`src/rtl/imul_var_lat_param_pkg.sv`:
```
// imul_var_lat_param_pkg
//   Shared definitions for the variable-latency iterative multiplier:
//   operation encodings, FSM state encodings and small decode helpers.
package imul_var_lat_param_pkg;

  // width of the in_func operation selector
  localparam int func_w = 2;

  localparam logic [func_w-1:0] func_mul    = 2'd0;  // low half, sign-agnostic
  localparam logic [func_w-1:0] func_mulh   = 2'd1;  // signed x signed, high half
  localparam logic [func_w-1:0] func_mulhu  = 2'd2;  // unsigned x unsigned, high half
  localparam logic [func_w-1:0] func_mulhsu = 2'd3;  // signed x unsigned, high half

  localparam logic [1:0] st_idle = 2'd0;
  localparam logic [1:0] st_calc = 2'd1;
  localparam logic [1:0] st_fix  = 2'd2;
  localparam logic [1:0] st_done = 2'd3;

  // Operand a is interpreted as signed for MULH and MULHSU.
  function automatic logic func_signed_a(input logic [func_w-1:0] f);
    return (f == func_mulh) || (f == func_mulhsu);
  endfunction

  // Operand b is interpreted as signed for MULH only.
  function automatic logic func_signed_b(input logic [func_w-1:0] f);
    return (f == func_mulh);
  endfunction

endpackage

```
`src/rtl/imul_var_lat_param_if.sv`:
```
// imul_var_lat_param_if
//   Request/response val/rdy bundle for the multiplier.
//   Request : in_val, in_rdy, in_func, in_a, in_b
//   Response: out_val, out_rdy, out_msg
//   master = requester/consumer side, slave = multiplier side.
interface imul_var_lat_param_if
  import imul_var_lat_param_pkg::*;
#(
  parameter int p_nbits = 32
);

  logic                in_val;
  logic                in_rdy;
  logic [func_w-1:0]   in_func;
  logic [p_nbits-1:0]  in_a;
  logic [p_nbits-1:0]  in_b;
  logic                out_val;
  logic                out_rdy;
  logic [p_nbits-1:0]  out_msg;

  modport master (
    output in_val, in_func, in_a, in_b, out_rdy,
    input  in_rdy, out_val, out_msg
  );

  modport slave (
    input  in_val, in_func, in_a, in_b, out_rdy,
    output in_rdy, out_val, out_msg
  );

endinterface

```
`src/rtl/imul_var_lat_param_tzc.sv`:
```
// imul_trailing_zero_count
//   Combinational trailing-zero counter.
//   bits  : input vector, p_nbits_in wide
//   count : index of the lowest set bit, or p_nbits_in when bits == 0
module imul_trailing_zero_count #(
  parameter int p_nbits_in = 8
) (
  input  logic [p_nbits_in-1:0]         bits,
  output logic [$clog2(p_nbits_in):0]   count
);

  localparam int cw = $clog2(p_nbits_in) + 1;

  // Scan from the top down so the lowest set bit wins.
  always_comb begin
    count = cw'(p_nbits_in);
    for (int i = p_nbits_in - 1; i >= 0; i--) begin
      if (bits[i]) count = cw'(i);
    end
  end

endmodule

```
`src/rtl/imul_var_lat_param.sv`:
```
// imul_var_lat_param
//   Variable-latency iterative integer multiplier. Works on operand
//   magnitudes with a shift-and-add loop that skips up to p_skip_max zero
//   multiplier bits per cycle, then fixes the sign in a single cycle.
//   Ports:
//     clk   : clock
//     reset : asynchronous, active-high reset
//     io    : request/response bundle (slave side)
//
//   state | meaning
//   ------+------------------------------------------------------------
//   IDLE  | in_rdy high, waiting for a request
//   CALC  | one shift/add step per cycle until the multiplier is zero
//   FIX   | negate the 2N-bit magnitude product if the signs differ
//   DONE  | out_val high, out_msg held until out_rdy
module imul_var_lat_param
  import imul_var_lat_param_pkg::*;
#(
  parameter int p_nbits    = 32,
  parameter int p_skip_max = 8
) (
  input logic                  clk,
  input logic                  reset,
  imul_var_lat_param_if.slave  io
);

  localparam int zw = $clog2(p_skip_max) + 1;

  logic [1:0]           state;
  logic [2*p_nbits-1:0] a_reg;
  logic [p_nbits-1:0]   b_reg;
  logic [2*p_nbits-1:0] result_reg;
  logic                 neg_reg;
  logic [func_w-1:0]    func_reg;

  // ---------------------------------------------------------------------
  // Request decode: sign extraction and magnitudes
  // ---------------------------------------------------------------------
  logic               sign_a;
  logic               sign_b;
  logic [p_nbits-1:0] mag_a;
  logic [p_nbits-1:0] mag_b;
  logic               accept;

  always_comb begin
    sign_a = func_signed_a(io.in_func) & io.in_a[p_nbits-1];
    sign_b = func_signed_b(io.in_func) & io.in_b[p_nbits-1];
    // Two's complement negation of the most negative value yields
    // 2^(p_nbits-1), which is exactly its unsigned magnitude.
    mag_a  = sign_a ? (~io.in_a + 1'b1) : io.in_a;
    mag_b  = sign_b ? (~io.in_b + 1'b1) : io.in_b;
  end

  assign accept = (state == st_idle) && io.in_val;

  // ---------------------------------------------------------------------
  // Iteration step: skip trailing zeros of the low multiplier window
  // ---------------------------------------------------------------------
  logic [zw-1:0]        tz;
  logic                 skip_all;
  logic [zw-1:0]        shamt;
  logic [2*p_nbits-1:0] add_term;

  imul_trailing_zero_count #(
    .p_nbits_in (p_skip_max)
  ) u_tzc (
    .bits  (b_reg[p_skip_max-1:0]),
    .count (tz)
  );

  always_comb begin
    skip_all = (tz == zw'(p_skip_max));
    // After consuming the set bit at position tz the loop moves past it,
    // hence tz+1; a fully zero window just slides by the window size.
    shamt    = skip_all ? zw'(p_skip_max) : (tz + 1'b1);
    add_term = a_reg << tz;
  end

  // ---------------------------------------------------------------------
  // FSM and datapath registers
  // ---------------------------------------------------------------------
  always_ff @(posedge clk or posedge reset) begin
    if (reset) begin
      state      <= st_idle;
      a_reg      <= '0;
      b_reg      <= '0;
      result_reg <= '0;
      neg_reg    <= 1'b0;
      func_reg   <= '0;
    end else begin
      case (state)
        st_idle: begin
          if (accept) begin
            a_reg      <= {{p_nbits{1'b0}}, mag_a};
            b_reg      <= mag_b;
            neg_reg    <= sign_a ^ sign_b;
            result_reg <= '0;
            func_reg   <= io.in_func;
            state      <= st_calc;
          end
        end
        st_calc: begin
          if (b_reg == '0) begin
            state <= st_fix;
          end else begin
            if (!skip_all) result_reg <= result_reg + add_term;
            a_reg <= a_reg << shamt;
            b_reg <= b_reg >> shamt;
          end
        end
        st_fix: begin
          result_reg <= neg_reg ? (~result_reg + 1'b1) : result_reg;
          state      <= st_done;
        end
        st_done: begin
          if (io.out_rdy) state <= st_idle;
        end
        default: state <= st_idle;
      endcase
    end
  end

  // ---------------------------------------------------------------------
  // Outputs
  // ---------------------------------------------------------------------
  always_comb begin
    // Reset forces IDLE asynchronously; mask in_rdy so nothing is
    // accepted while reset is still held.
    io.in_rdy  = (state == st_idle) && !reset;
    io.out_val = (state == st_done);
    io.out_msg = '0;
    if (state == st_done) begin
      io.out_msg = (func_reg == func_mul) ? result_reg[p_nbits-1:0]
                                          : result_reg[2*p_nbits-1:p_nbits];
    end
  end

  // ---------------------------------------------------------------------
  // Handshake signals must never be unknown outside reset
  // ---------------------------------------------------------------------
  a_hs_known: assert property (@(posedge clk) disable iff (reset)
    !$isunknown({io.in_val, io.out_rdy, io.in_rdy, io.out_val}));

endmodule

```
`src/flat_wrapper.sv`:
```
// flat-port wrapper written by rule: the top's interface ports become plain ports
module imul_var_lat_param_flat import imul_var_lat_param_pkg::*;
#(
  parameter int p_nbits    = 32,
  parameter int p_skip_max = 8
)
  (clk, reset, io_in_val, io_in_func, io_in_a, io_in_b, io_out_rdy, io_in_rdy, io_out_val, io_out_msg);
  imul_var_lat_param_if #(.p_nbits(p_nbits)) io_i ();
  input logic clk;
  input logic reset;
  input wire logic [$bits(io_i.in_val)-1:0] io_in_val;
  input wire logic [$bits(io_i.in_func)-1:0] io_in_func;
  input wire logic [$bits(io_i.in_a)-1:0] io_in_a;
  input wire logic [$bits(io_i.in_b)-1:0] io_in_b;
  input wire logic [$bits(io_i.out_rdy)-1:0] io_out_rdy;
  output wire logic [$bits(io_i.in_rdy)-1:0] io_in_rdy;
  output wire logic [$bits(io_i.out_val)-1:0] io_out_val;
  output wire logic [$bits(io_i.out_msg)-1:0] io_out_msg;
  assign io_i.in_val = io_in_val;
  assign io_i.in_func = io_in_func;
  assign io_i.in_a = io_in_a;
  assign io_i.in_b = io_in_b;
  assign io_i.out_rdy = io_out_rdy;
  assign io_in_rdy = io_i.in_rdy;
  assign io_out_val = io_i.out_val;
  assign io_out_msg = io_i.out_msg;
  imul_var_lat_param #(.p_nbits(p_nbits), .p_skip_max(p_skip_max)) u_core (.clk(clk), .reset(reset), .io(io_i));
endmodule
```
`config.mk`:
```
export PLATFORM = sky130hd
export DESIGN_NAME = imul_var_lat_param_flat
export DESIGN_NICKNAME = d
export VERILOG_FILES = /design/src/rtl/imul_var_lat_param_pkg.sv /design/src/rtl/imul_var_lat_param_if.sv /design/src/rtl/imul_var_lat_param_tzc.sv /design/src/rtl/imul_var_lat_param.sv /design/src/flat_wrapper.sv
export SDC_FILE = /design/constraint.sdc
export NUM_CORES = 1
export LEC_CHECK = 0
export ABC_AREA = 1
export ABC_CLOCK_PERIOD_IN_PS = 6200
export CORE_ASPECT_RATIO = 0.5
export CORE_MARGIN = 2
export CORE_UTILIZATION = 36
export CTS_CLUSTER_SIZE = 20
export DETAILED_ROUTE_END_ITERATION = 6
export PLACE_DENSITY_LB_ADDON = 0.25
export SYNTH_ARGS = -nofsm -noshare
export SYNTH_HDL_FRONTEND = slang
export SYNTH_SLANG_ARGS = --single-unit
```
`constraint.sdc`:
```
create_clock -name clk -period 6.2 [get_ports clk]
set_clock_uncertainty 0.05 [all_clocks]
set_input_delay 0.62 -clock clk [delete_from_list [all_inputs] [get_ports clk]]
set_output_delay 0.62 -clock clk [all_outputs]
set_load 0.005 [all_outputs]
```
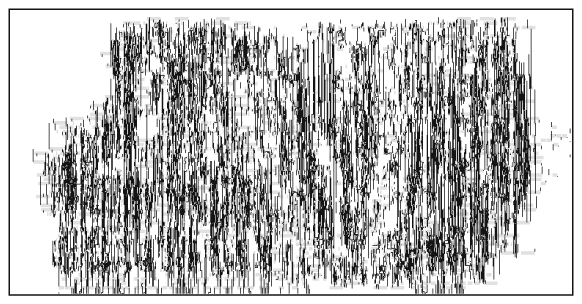
(run_1/m2.png)
Cells faint in the background.
share of all routed wire: 42%
main direction: vertical
wire length on this layer: 38.4 mm
longest straight run: 89.4 um
nets with wire on the layer: 3071

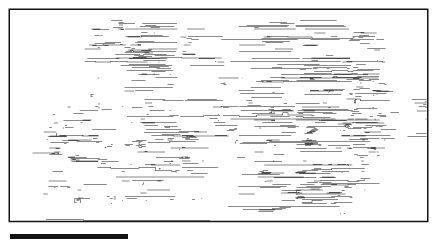
(run_1/m3.png)
Scale bar: 100 um.
main direction: horizontal
nets with wire on the layer: 406
share of all routed wire: 9.0%
wire length on this layer: 8280 um

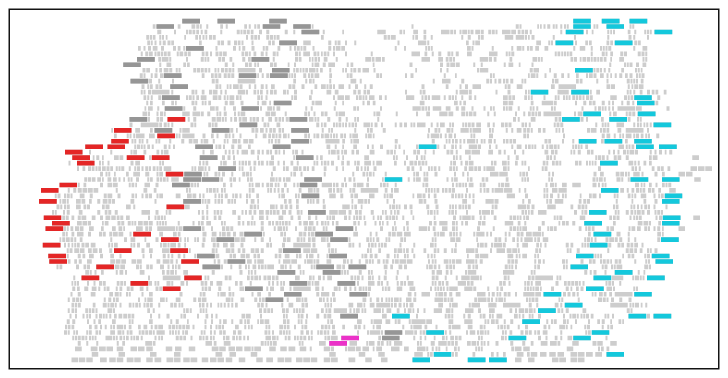
(run_1/ff_map.png)
Other sequential cells in the stronger grey, the rest of the logic in the fainter grey.
[magenta] u_core.func_reg | flops: 2
[cyan] u_core.result_reg | flops: 64
[red] u_core.b_reg | flops: 32
not coloured: 67

==> results.sh, run 1 <==
# flow metrics
export IMPL_status="completed"
export IMPL_synthAoiAreaFrac_pct=27.8
export IMPL_fill_cells=6575
export IMPL_hold_end="u_core.b_reg[9]"
export IMPL_met2_length_um=38400
export IMPL_setup_violations=0
export IMPL_fin_ws_ns=0.894
export IMPL_hold_slack_ns=0.443
export IMPL_logic_family="simple AND/OR/NAND/NOR gates"
export IMPL_hold_depth=2
export IMPL_yosys_area_sq_mm=0.0219
export IMPL_fp_util_pct=36.7
export IMPL_diodes=0
export IMPL_start_kind="flop"
export IMPL_stdcell_area_sq_mm=0.0240
export IMPL_synthTopCellsByArea="dfrtp_1 (19%), nand2_1 (15%), o21ai_0 (12%)"
export IMPL_flop_area_sq_mm=0.00413
export IMPL_numCtsBuffers=17
export IMPL_cts_repair_resized=0
export IMPL_taps=812
export IMPL_sh_seq_area_pct=17.2
export IMPL_nNonClkBuffers=140
export IMPL_hpwl_um=70700
export IMPL_finalNonFillerCells=4592
export IMPL_wl_met1_um=43100
export IMPL_synth_warnings=0
export IMPL_timing_fmax_ghz=0.188
export IMPL_ys_types=60
export IMPL_ys_cells=3806
export IMPL_wl_met3_um=8280
export IMPL_comb_share_pct=63.7
export IMPL_worstPathMaxFanout=51
export IMPL_cts_root_buf="clkbuf_16"
export IMPL_slew_headroom_pct=20.0
export IMPL_cp_depth=28
export IMPL_grt_max_degree=100
export IMPL_tns_ns=0
export IMPL_synth_area_per_cell_sq_um=5.74
export IMPL_logic_area_sq_mm=0.0153
export IMPL_hold_path_class="reg2reg"
export IMPL_dpl_cell_area_sq_mm=0.0234
export IMPL_slew_viol_final=0
export IMPL_dr_first_iter_drc_count=3445
export IMPL_r2r_cells=28
export IMPL_routed_wl_um=91800
export IMPL_layout_top_cell="nand2_1"
export IMPL_globalplace_congestion=1.01
export IMPL_nets=3919
export IMPL_clk_latency_ns=0.51
export IMPL_cts_hold_fix_buffers=0
export IMPL_path_buffers=3
export IMPL_pre_cts_ws_ns=1.05
export IMPL_htree_levels=4
export IMPL_netlist_top_cells_count="nand2_1 (895), o21ai_0 (518), inv_1 (419)"
export IMPL_synthSimpleGateAreaFrac_pct=35.1
export IMPL_adder_share_pct=4.73
export IMPL_die_area_sq_mm=0.0628
export IMPL_port_buffers=103
export IMPL_hp_start="u_core.b_reg[9]"
export IMPL_synth_main_ff_cell="dfrtp_1"
export IMPL_r2r_start="u_core.b_reg[5]"
export IMPL_end_kind="flop"
export IMPL_required_ns=6.55
export IMPL_synthArstFlopShare_pct=100
export IMPL_yosysTopAreaCell="dfrtp_1"
export IMPL_grtUsageMet1_pct=42.6
## Run 2: what changed since run 1
Settings changed: ABC_CLOCK_PERIOD_IN_PS 6200 to default, CORE_UTILIZATION 36 to 25.
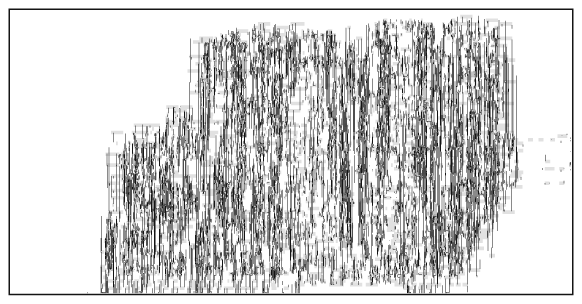
(run_2/m2.png)
Cells faint in the background.
nets with wire on the layer: 3045
longest straight run: 116 um
main direction: vertical
wire length on this layer: 41.2 mm
share of all routed wire: 44%

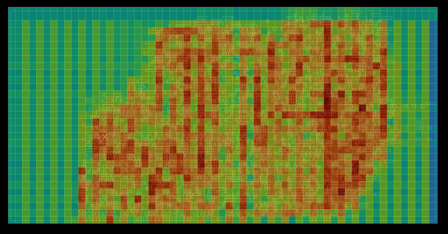
(run_2/congestion_map.png)
Most Crowded Layer GR: met2
post-DR wirelength/cell: 18.8 um

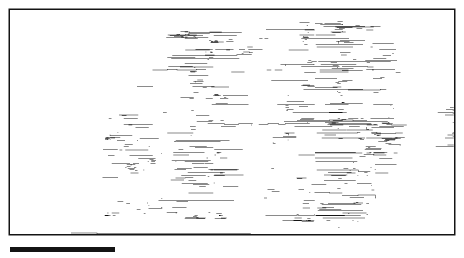
(run_2/m3.png)
Scale bar: 100 um.
nets with wire on the layer: 313
share of all routed wire: 6.3%
Vias: 25800
grt met3 use: 2.63%
drt total wl: 93100 um

==> results.sh, run 2 <==
# flow metrics
export IMPL_status="complete, but fails checks"
export IMPL_violations="design-rule violations"
export IMPL_synthSimpleGateAreaFrac_pct=35.1
export IMPL_synthAoiAreaFrac_pct=27.8
export IMPL_hold_end="u_core.a_reg[24]"
export IMPL_syn_inst=3806
export IMPL_diodes=0
export IMPL_ys_types=60
export IMPL_worstPathMaxFanout=59
export IMPL_required_ns=6.51
export IMPL_logic_area_sq_mm=0.0153
export IMPL_yosysTopAreaCell="dfrtp_1"
export IMPL_htree_levels=4
export IMPL_dpl_cell_area_sq_mm=0.0239
export IMPL_clk_latency_ns=0.51
export IMPL_chipHeight_um=213
export IMPL_stdcell_area_sq_mm=0.0245
export IMPL_timing_fmax_ghz=0.192
export IMPL_r2r_start="u_core.b_reg[5]"
export IMPL_cts_hold_fix_buffers=0
export IMPL_netlist_top_cells_count="nand2_1 (895), o21ai_0 (518), inv_1 (419)"
export IMPL_hold_path_class="reg2reg"
export IMPL_finalNonFillerCells=4952
export IMPL_start_kind="flop"
export IMPL_setup_violations=0
export IMPL_port_buffers=103
export IMPL_grt_ovfl_total=0
export IMPL_sh_seq_area_pct=16.9
export IMPL_path_cells="inv_1, nand2_1, nand2_1, nand2_1, nand2_1, nand2_4, nand2_4, o21ai_0, or2_2, o21ai_0, inv_1, nand2_1, o221ai_1, ha_1, nand2_1, nor2_1, nor2_1, nand3_1, a21oi_1, o21ai_0, o21ai_0, nand2_1, nand2_1, o21ai_0"
export IMPL_cts_tree="built"
export IMPL_die_area_sq_mm=0.0899
export IMPL_hold_slack_ns=0.436
export IMPL_met2_length_um=41200
export IMPL_hp_start="u_core.a_reg[24]"
export IMPL_nets=3922
export IMPL_synth_warnings=0
export IMPL_grtUsageMet1_pct=28.4
export IMPL_first_pass_iters=7
export IMPL_num_rows=76
export IMPL_yosys_area_sq_mm=0.0219
export IMPL_flop_area_sq_mm=0.00413
export IMPL_cts_repair_resized=0
export IMPL_slew_headroom_pct=25.1
export IMPL_synthArstFlopShare_pct=100
export IMPL_fp_util_pct=25.3
export IMPL_wl_met3_um=5880
export IMPL_nonClkBufAreaFrac_pct=5.60
export IMPL_logic_family="simple AND/OR/NAND/NOR gates"
export IMPL_cp_depth=24
export IMPL_finalHoldViolations=0
export IMPL_r2r_cells=24
export IMPL_hold_depth=2
export IMPL_fin_ws_ns=1.00
export IMPL_slew_viol_final=0
export IMPL_dr_first_iter_drc_count=2686
export IMPL_end_kind="flop"
export IMPL_wl_met1_um=43600
export IMPL_postSynthSeqShare_pct=18.9
export IMPL_numCtsBuffers=17
export IMPL_path_buffers=2
export IMPL_synthTopCellsByArea="dfrtp_1 (19%), nand2_1 (15%), o21ai_0 (12%)"
export IMPL_adder_share_pct=4.73
export IMPL_comb_share_pct=62.4
export IMPL_synth_area_per_cell_sq_um=5.74
export IMPL_die_w_um=422
export IMPL_grtUsageMet2_pct=33.0
export IMPL_tightest_slew_ns=1.12
export IMPL_ys_cells=3806
export IMPL_cts_root_buf="clkbuf_16"
export IMPL_layout_top_cell="nand2_1"
export IMPL_synth_main_ff_cell="dfrtp_1"
export IMPL_hpwl_um=72700
export IMPL_fill_cells=9893
export IMPL_nNonClkBuffers=143
export IMPL_globalplace_congestion=0.953
export IMPL_pre_cts_ws_ns=1.10
export IMPL_tns_ns=0
export IMPL_rrSetupSlack_ns=1.00
export IMPL_drc=12
export IMPL_taps=1170
export IMPL_edf_count=0
export IMPL_inverters=436
export IMPL_grt_max_degree=101
